[src/rtl/gf2m_iter_squarer_if.sv]
// Request/result bundle for gf2m_iter_squarer.
//   start : request, taken only while busy=0
//   a     : operand polynomial (M bits), sampled with an accepted start
//   k     : number of squarings (KW bits), sampled with an accepted start
//   busy  : high from the accepting edge through the done cycle
//   done  : one-cycle pulse, c is valid while it is high
//   c     : registered result a^(2^k) mod f
// The master drives the request side; the slave (the squarer) drives the results.
interface gf2m_iter_squarer_if #(
    parameter int M  = 163,
    parameter int KW = 8
);
    logic          start;
    logic [M-1:0]  a;
    logic [KW-1:0] k;
    logic          busy;
    logic          done;
    logic [M-1:0]  c;

    modport master (output start, a, k, input busy, done, c);
    modport slave  (input start, a, k, output busy, done, c);
endinterface

[src/rtl/gf2m_iter_squarer.sv]
// Iterated squarer in GF(2^M): c = a^(2^k) mod f, with f = x^M + F.
// Up to S squarings are applied per clock through a chain of fixed-polynomial
// squaring stages; the last step of an operation takes an intermediate tap of
// the chain so that exactly k squarings are applied.
// Ports:
//   clk   : rising-edge clock for all state
//   rst_n : asynchronous active-low reset
//   bus   : gf2m_iter_squarer_if.slave (start/a/k in, busy/done/c out)
module gf2m_iter_squarer #(
    parameter int           M  = 163,
    parameter logic [M-1:0] F  = 'hC9,
    parameter int           S  = 1,
    parameter int           KW = 8
) (
    input  logic                 clk,
    input  logic                 rst_n,
    gf2m_iter_squarer_if.slave   bus
);

    typedef enum logic [1:0] {
        IDLE = 2'd0,
        RUN  = 2'd1,
        DONE = 2'd2
    } state_t;

    state_t        state_q, state_d;
    logic [M-1:0]  work_q,  work_d;
    logic [KW-1:0] rem_q,   rem_d;
    logic [M-1:0]  c_q,     c_d;
    logic          busy_q,  busy_d;
    logic          done_q,  done_d;

    // Multiply by x modulo f.
    function automatic logic [M-1:0] mul_x(input logic [M-1:0] v);
        return {v[M-2:0], 1'b0} ^ (v[M-1] ? F : '0);
    endfunction

    // Square modulo f. Spreading a[i] to bit 2i and reducing is evaluated in
    // Horner form: r <- r*x^2 + a[i], taking coefficients from the top down,
    // so the reduction stays M bits wide at every step. With F a constant this
    // folds to a pure XOR network.
    function automatic logic [M-1:0] gf_sqr(input logic [M-1:0] x);
        logic [M-1:0] r;
        logic [M-1:0] xs;
        r  = '0;
        xs = x;
        for (int i = 0; i < M; i++) begin
            r    = mul_x(mul_x(r));
            r[0] = r[0] ^ xs[M-1];
            xs   = xs << 1;
        end
        return r;
    endfunction

    // tap[j] = work_q squared j times, j = 1..S.
    logic [M-1:0] tap [1:S];

    generate
        for (genvar gi = 0; gi < S; gi++) begin : g_sq
            logic [M-1:0] sq_in;
            logic [M-1:0] sq_out;
            if (gi == 0) begin : g_first
                assign sq_in = work_q;
            end else begin : g_next
                assign sq_in = g_sq[gi-1].sq_out;
            end
            assign sq_out    = gf_sqr(sq_in);
            assign tap[gi+1] = sq_out;
        end
    endgenerate

    // A short final step (remaining < S) takes the tap equal to the remaining
    // count; otherwise the full chain output is used.
    logic [M-1:0] step_res;
    always_comb begin
        step_res = tap[S];
        for (int i = 1; i < S; i++) begin
            if (int'(rem_q) == i) begin
                step_res = tap[i];
            end
        end
    end

    always_comb begin
        state_d = state_q;
        work_d  = work_q;
        rem_d   = rem_q;
        c_d     = c_q;
        case (state_q)
            IDLE: begin
                if (bus.start) begin
                    work_d = bus.a;
                    rem_d  = bus.k;
                    if (bus.k == '0) begin
                        state_d = DONE;
                        c_d     = bus.a;
                    end else begin
                        state_d = RUN;
                    end
                end
            end
            RUN: begin
                work_d = step_res;
                // Saturate at zero instead of subtracting S so the count
                // can never wrap on the last step.
                rem_d  = (int'(rem_q) <= S) ? '0 : rem_q - KW'(S);
                if (rem_d == '0) begin
                    state_d = DONE;
                    c_d     = step_res;
                end
            end
            DONE: begin
                state_d = IDLE;
            end
            default: begin
                state_d = IDLE;
            end
        endcase
        busy_d = (state_d != IDLE);
        done_d = (state_d == DONE);
    end

    always_ff @(posedge clk or negedge rst_n) begin
        if (!rst_n) begin
            state_q <= IDLE;
            work_q  <= '0;
            rem_q   <= '0;
            c_q     <= '0;
            busy_q  <= 1'b0;
            done_q  <= 1'b0;
        end else begin
            state_q <= state_d;
            work_q  <= work_d;
            rem_q   <= rem_d;
            c_q     <= c_d;
            busy_q  <= busy_d;
            done_q  <= done_d;
        end
    end

    assign bus.busy = busy_q;
    assign bus.done = done_q;
    assign bus.c    = c_q;

endmodule

[src/flat_wrapper.sv]
// flat-port wrapper written by rule: the top's interface ports become plain ports
module gf2m_iter_squarer_flat 
#(
    parameter int           M  = 163,
    parameter logic [M-1:0] F  = 'hC9,
    parameter int           S  = 1,
    parameter int           KW = 8
)
  (clk, rst_n, bus_start, bus_a, bus_k, bus_busy, bus_done, bus_c);
  gf2m_iter_squarer_if #(.M(M), .KW(KW)) bus_i ();
  input  logic clk;
  input  logic rst_n;
  input wire logic [$bits(bus_i.start)-1:0] bus_start;
  input wire logic [$bits(bus_i.a)-1:0] bus_a;
  input wire logic [$bits(bus_i.k)-1:0] bus_k;
  output wire logic [$bits(bus_i.busy)-1:0] bus_busy;
  output wire logic [$bits(bus_i.done)-1:0] bus_done;
  output wire logic [$bits(bus_i.c)-1:0] bus_c;
  assign bus_i.start = bus_start;
  assign bus_i.a = bus_a;
  assign bus_i.k = bus_k;
  assign bus_busy = bus_i.busy;
  assign bus_done = bus_i.done;
  assign bus_c = bus_i.c;
  gf2m_iter_squarer #(.M(M), .F(F), .S(S), .KW(KW)) u_core (.clk(clk), .rst_n(rst_n), .bus(bus_i));
endmodule
[config.mk]
export PLATFORM = sky130hd
export DESIGN_NAME = gf2m_iter_squarer_flat
export DESIGN_NICKNAME = d
export VERILOG_FILES = /design/src/rtl/gf2m_iter_squarer_if.sv /design/src/rtl/gf2m_iter_squarer.sv /design/src/flat_wrapper.sv
export SDC_FILE = /design/constraint.sdc
export NUM_CORES = 1
export LEC_CHECK = 0
export CAP_MARGIN = 20
export CORE_MARGIN = 2
export CORE_UTILIZATION = 40
export DETAILED_ROUTE_END_ITERATION = 6
export PLACE_DENSITY = 0.64
export SLEW_MARGIN = 20
export SYNTH_ARGS = -nofsm -noshare
export SYNTH_HDL_FRONTEND = slang
export SYNTH_SLANG_ARGS = --single-unit
[constraint.sdc]
create_clock -name clk -period 3.9 [get_ports clk]
set_input_delay 0.39 -clock clk [delete_from_list [all_inputs] [get_ports clk]]
set_output_delay 0.39 -clock clk [all_outputs]
set_load 0.1 [all_outputs]
Figure 1. Clock network drawn from the DEF (run 1).
(2 px per um)
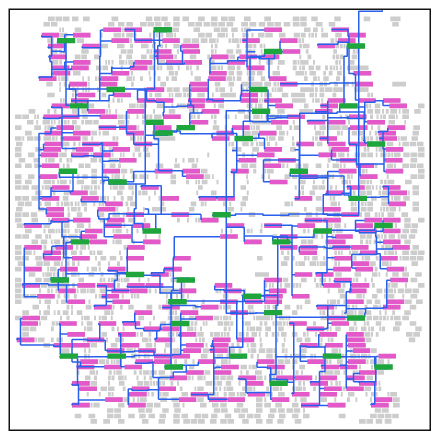
Key: magenta = flip-flops [count 338]; blue = clock wires [length 4650 um]; green = cells driving clock nets [count 39]
Position of the flops: all over the die.
clk_skew: 0.0171 ns

Figure 2. Wiring by layer (run 1).
(1.5 px per um)
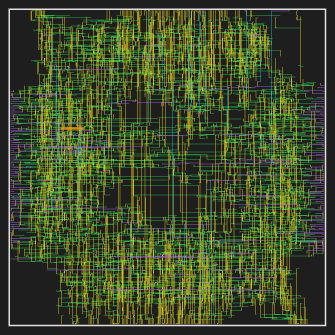
Key: orange = met5 [wire length 13.8 um]; yellow = met2 [wire length 23.1 mm]; cyan = met4 [wire length 1290 um]; purple = met3 [wire length 2650 um]; green = met1 [wire length 22.9 mm]
DRT Wirelength: 49900 um
overall routing resource usage: 22.8%
DR vias: 12700

Figure 3. M3 wires (run 1).
(2 px per um)
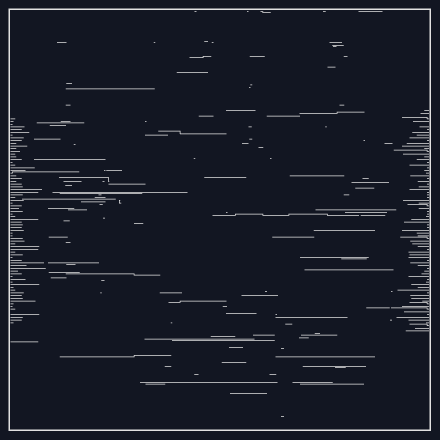
225 nets have wire on it. The layer carries 2650 um of wire. The wires run mostly horizontal.

[run 1: registers in the layout, summed over array words and instances, names as in the netlist]
| name | flops |
|---|---|
| u_core.g_sq.sq_in | 163 |
| u_core.bus.done | 1 |
| u_core.bus.c | 163 |
| u_core.rem_q | 8 |
| u_core.bus.busy | 1 |
| u_core.state_q | 2 |
==> results_dict.tcl, run 1 <==
# flow metrics
set metrics [dict create \
    status "completed" \
    die_h_um 210 \
    crit_family "simple AND/OR/NAND/NOR gates" \
    path_cells "inv_1, ha_1, or4b_1, or4_1, nor2b_1, a211oi_4, buf_12, buf_4, mux2i_1" \
    tool_warnings 34 \
    slew-limit-headroom_pct 26.6 \
    hold_class "input pin to async pin" \
    final_cells 2597 \
    cp_num_buf_inv 3 \
    drive_above_1_share_pct 6.23 \
    slowest_delay_ns 0.49 \
    nWellTaps 539 \
    synth_dominant_cell_count "dfrtp_1" \
    worst_slack_ns 0.604 \
    grt_most_used_layer "met2" \
    io_buffers 338 \
    diodes 2 \
    area_growth_pct 29.0 \
    largestClassByArea "sequential cells" \
    placed_area_sq_um 20500 \
    postLayoutCellArea_sq_um 21900 \
    dp_hpwl_um 36100 \
    wl_met2_um 23100 \
    aoi_share_pct 9.60 \
    initial_core_util_pct 40.5 \
    final_util_pct 52.2 \
    coreArea_sq_um 41900 \
    die-area_sq_um 44000 \
    drt-initial-drc-count 713 \
    drt-met1-wl_um 22900 \
    cts_sinks 338 \
    drt.antenna.violating_nets 0 \
    tritoncts "done" \
    edf_count 0 \
    cp_num_cells 9 \
    rrSetupSlack_ns 0.60 \
    layout.nonclk_buf_share_pct 16.7 \
    path_max_fanout 50 \
    nNonClkBuffers 355 \
    clk_pin_slew_ns 0.06 \
    grt_pass1_wl_um 77800 \
    fmax_ghz 0.303 \
    root_buffer "clkbuf_16" \
    gr-usage-met2_pct 36.7 \
    xor_share_pct 12.7 \
    grt_pass1_vias 13300 \
    ys_top_logic_family "XOR/XNOR gates" \
    yosysTopAreaCellShare_pct 49.9 \
    crit_start "u_core.rem_q[0]$_DFFE_PN0P_" \
    synth_chip_area_sq_um 16900 \
    r2r-start "u_core.rem_q[0]$_DFFE_PN0P_" \
    hold_viol 0 \
    sh_seq_area_pct 38.7 \
    num_io_pins 339 \
    min_period_over_period_pct 84.5 \
    comb_share_pct 33.1 \
    setup_violations 0 \
    yosys.area.top_type "dfrtp_1" \
    required_ns 4.34 \
    clk-insertion-delay-late_ns 0.53 \
    hold_buffers 1 \
    min_period_ns 3.30 \
    pre_cts_slack_ns 0.633 \
    synthTopCellsByArea "dfrtp_1 (50%), xnor2_1 (8.3%), mux2i_1 (7.4%)" \
    row_count 75 \
    drv_slew 0 \
    ys_cells 1802 \
    worstMarginPinSlew_ns 1.10 \
    h-tree-depth 2 \
    post_drt_wl_per_cell_um 19.2 \
    grt_overflow 0 \
    avgViaCountPerCell 4.90 \
    syn-num-nets 1978 \
    ys_ff 338 \
    cp_data_arrival_time_ns 3.73 \
    synth.distinct_cells 35 \
    simple_gate_area_share_pct 9.99 \
    maxCapViolCount 0 \
    ys_sh_mux_pct 10.2 \
    cts.repair.resized 0 \
    yosysWarnings 0 \
    dp.cells 2522 \
    nFillCells 3878 \
    clockBufferDepth 3 \
    wl_met3_um 2650 \
    crit_type "flop to flop" \
    flop-count 338 \
    cp-end-kind "flop" \
    synthCells 1802 \
    async_flop_share_pct 100 \
    gp_congestion 0.843 \
    nMultiInputCombCells 1163 \
    start_kind "flop" \
    synthTopCellsByCount "dfrtp_1 (338), nand2_1 (264), o21ai_0 (167)" \
    final-clk-cell-share_pct 6.16 \
    antenna_found_initial 3 \
    ys_sh_adder_pct 0.148 \
    netlist_area_sq_um 16900 \
    drt_pass1_iterations 5 \
    grt_max_degree 289 \
    highest_layer "met5" \
    synth-main-ff-cell "dfrtp_1" \
    syn_avg_cell_area_sq_um 9.40 \
    cts_setup_buffers 0 \
    rsz0062_at_grt "false" \
    final_nets 2202 \
    die_w_um 210 \
    ff2ff_path_depth 9 \
    regToRegEndpoint "u_core.bus.c[130]$_DFFE_PN0P_" \
    logic_area_sq_um 7240 \
    whs_ns 0.498 \
    route.detailed.drc 0 \
    yosys.stat.seqShare_pct 49.9 \
    grt.met3_usage_pct 3.68 \
    inv_count 129 \
    tns_ns 0 \
    regArea_sq_um 8460 \
    numCtsBuffers 39 \
    slowest_stage "or4_1" \
    lay_top_cells "dfrtp_1 (338), clkdlybuf4s50_1 (336), nand2_1 (264), o21ai_0 (167), xnor2_1 (160)" \
]
--- run 2 (diff from run 1) ---
clock period = 3.1 ns   (was 3.9 ns; I/O delays follow)
Figure 4. Clock nets (run 2).
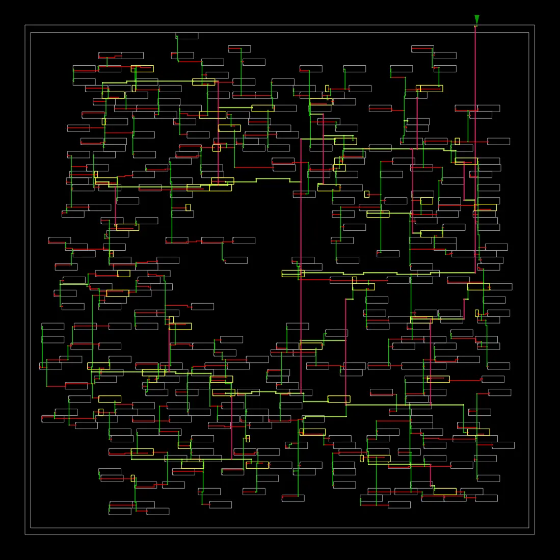
Late-Pin Clk Latency: 0.53 ns

==> run 2 against run 1 <==
Sequential cell count unchanged. Sequential share of layout area about the same. Wire length up 2.2%. Non-clock buffer count up 17. Clock skew down 0.0026 ns. Highest routed layer is now met4. Worst hold slack worse by 0.12 ns.
==> results_dict.tcl, run 2 <==
# flow metrics
set metrics [dict create \
    drt.antenna.violating_nets 0 \
    initial_core_util_pct 40.5 \
    cts_setup_buffers 1 \
    postLayoutCellArea_sq_um 21800 \
    min_period_ns 2.95 \
    crit_start "u_core.rem_q[0]$_DFFE_PN0P_" \
    yosysTopAreaCellShare_pct 49.9 \
    xor_share_pct 12.7 \
    pre_cts_slack_ns 0.00332 \
    hold_buffers 1 \
    gp_congestion 0.878 \
    layout.nonclk_buf_share_pct 17.4 \
    synthCells 1802 \
    post_drt_wl_per_cell_um 19.6 \
    aoi_share_pct 9.60 \
    grt_pass1_wl_um 77000 \
    final_util_pct 52.2 \
    synthTopCellsByArea "dfrtp_1 (50%), xnor2_1 (8.3%), mux2i_1 (7.4%)" \
    inv_count 129 \
    grt.met3_usage_pct 3.05 \
    synth_dominant_cell_count "dfrtp_1" \
    die-area_sq_um 44000 \
    ys_cells 1802 \
    tool_warnings 33 \
    hold_viol 0 \
    cts.repair.resized 0 \
    synth.distinct_cells 35 \
    ys_sh_mux_pct 10.2 \
    netlist_area_sq_um 16900 \
    cp-end-kind "flop" \
    root_buffer "clkbuf_16" \
    ys_top_logic_family "XOR/XNOR gates" \
    drt-initial-drc-count 805 \
    grt_overflow 0 \
    syn-num-nets 1978 \
    cts_sinks 338 \
    grt_max_degree 182 \
    dp_hpwl_um 36700 \
    cp_data_arrival_time_ns 3.39 \
    hold_class "input pin to async pin" \
    synth_chip_area_sq_um 16900 \
    flop-count 338 \
    gr-usage-met2_pct 36.0 \
    final_nets 2218 \
    avgViaCountPerCell 4.97 \
    status "completed" \
    yosys.area.top_type "dfrtp_1" \
    synthTopCellsByCount "dfrtp_1 (338), nand2_1 (264), o21ai_0 (167)" \
    logic_area_sq_um 7240 \
    nWellTaps 539 \
    nMultiInputCombCells 1163 \
    rsz0062_at_grt "false" \
    r2r-start "u_core.rem_q[0]$_DFFE_PN0P_" \
    path_max_fanout 21 \
    largestClassByArea "sequential cells" \
    clk_pin_slew_ns 0.06 \
    fmax_ghz 0.339 \
    die_h_um 210 \
    final-clk-cell-share_pct 5.31 \
    yosysWarnings 0 \
    row_count 75 \
    diodes 2 \
    dp.cells 2533 \
    h-tree-depth 2 \
    num_io_pins 339 \
    track_usage_pct 22.7 \
    comb_share_pct 33.2 \
    grt_most_used_layer "met2" \
    slew-limit-headroom_pct 32.3 \
    worst_slack_ns 0.151 \
    numCtsBuffers 38 \
    drt_pass1_iterations 5 \
    die_w_um 210 \
    clockBufferDepth 3 \
    tritoncts "done" \
    required_ns 3.54 \
    coreArea_sq_um 41900 \
    ys_ff 338 \
    area_growth_pct 28.9 \
    regToRegEndpoint "u_core.bus.c[147]$_DFFE_PN0P_" \
    crit_type "flop to flop" \
    whs_ns 0.381 \
    drv_slew 0 \
    tns_ns 0 \
    io_buffers 338 \
    lay_top_cells "dfrtp_1 (338), clkdlybuf4s50_1 (305), nand2_1 (264), o21ai_0 (167), xnor2_1 (160)" \
    clock_skew_ns 0.0145 \
    vias 13000 \
    min_period_over_period_pct 95.1 \
    syn_avg_cell_area_sq_um 9.40 \
    rrSetupSlack_ns 0.15 \
    simple_gate_area_share_pct 9.99 \
    edf_count 0 \
    ff2ff_path_depth 10 \
    regArea_sq_um 8460 \
    worstMarginPinSlew_ns 1.01 \
    setup_violations 0 \
    start_kind "flop" \
    grt_pass1_vias 13100 \
    nNonClkBuffers 372 \
]
## run 2: cell count changes in the layout (fill, tap and decap cells not counted), moves of 2 or more
cell / previous run / this run
buf_4: 7 / 48
buf_6: 0 / 2
bufinv_16: 4 / 1
clkbuf_8: 8 / 4
buf_16: 1 / 4
clkinvlp_4: 2 / 0
inv_6: 0 / 2
clkdlybuf4s50_1: 336 / 305
clkbuf_1: 7 / 10
## run 2: layer usage
layer	vias up	wire length (um)
met4	0	1680
met2	419	23600
met1	6264	23200
met3	89	2540
li1	6181	-
met5	-	0
## run 2: worst max-delay path, stage by stage (launching register included)
cell      delay [ns]
dfrtp_1         0.40
inv_2           0.06
ha_1            0.29
or4b_1          0.42
or4_1           0.50
nor2b_4         0.16
a211oi_4        0.20
buf_12          0.17
buf_16          0.22
buf_6           0.22
mux2i_1         0.22
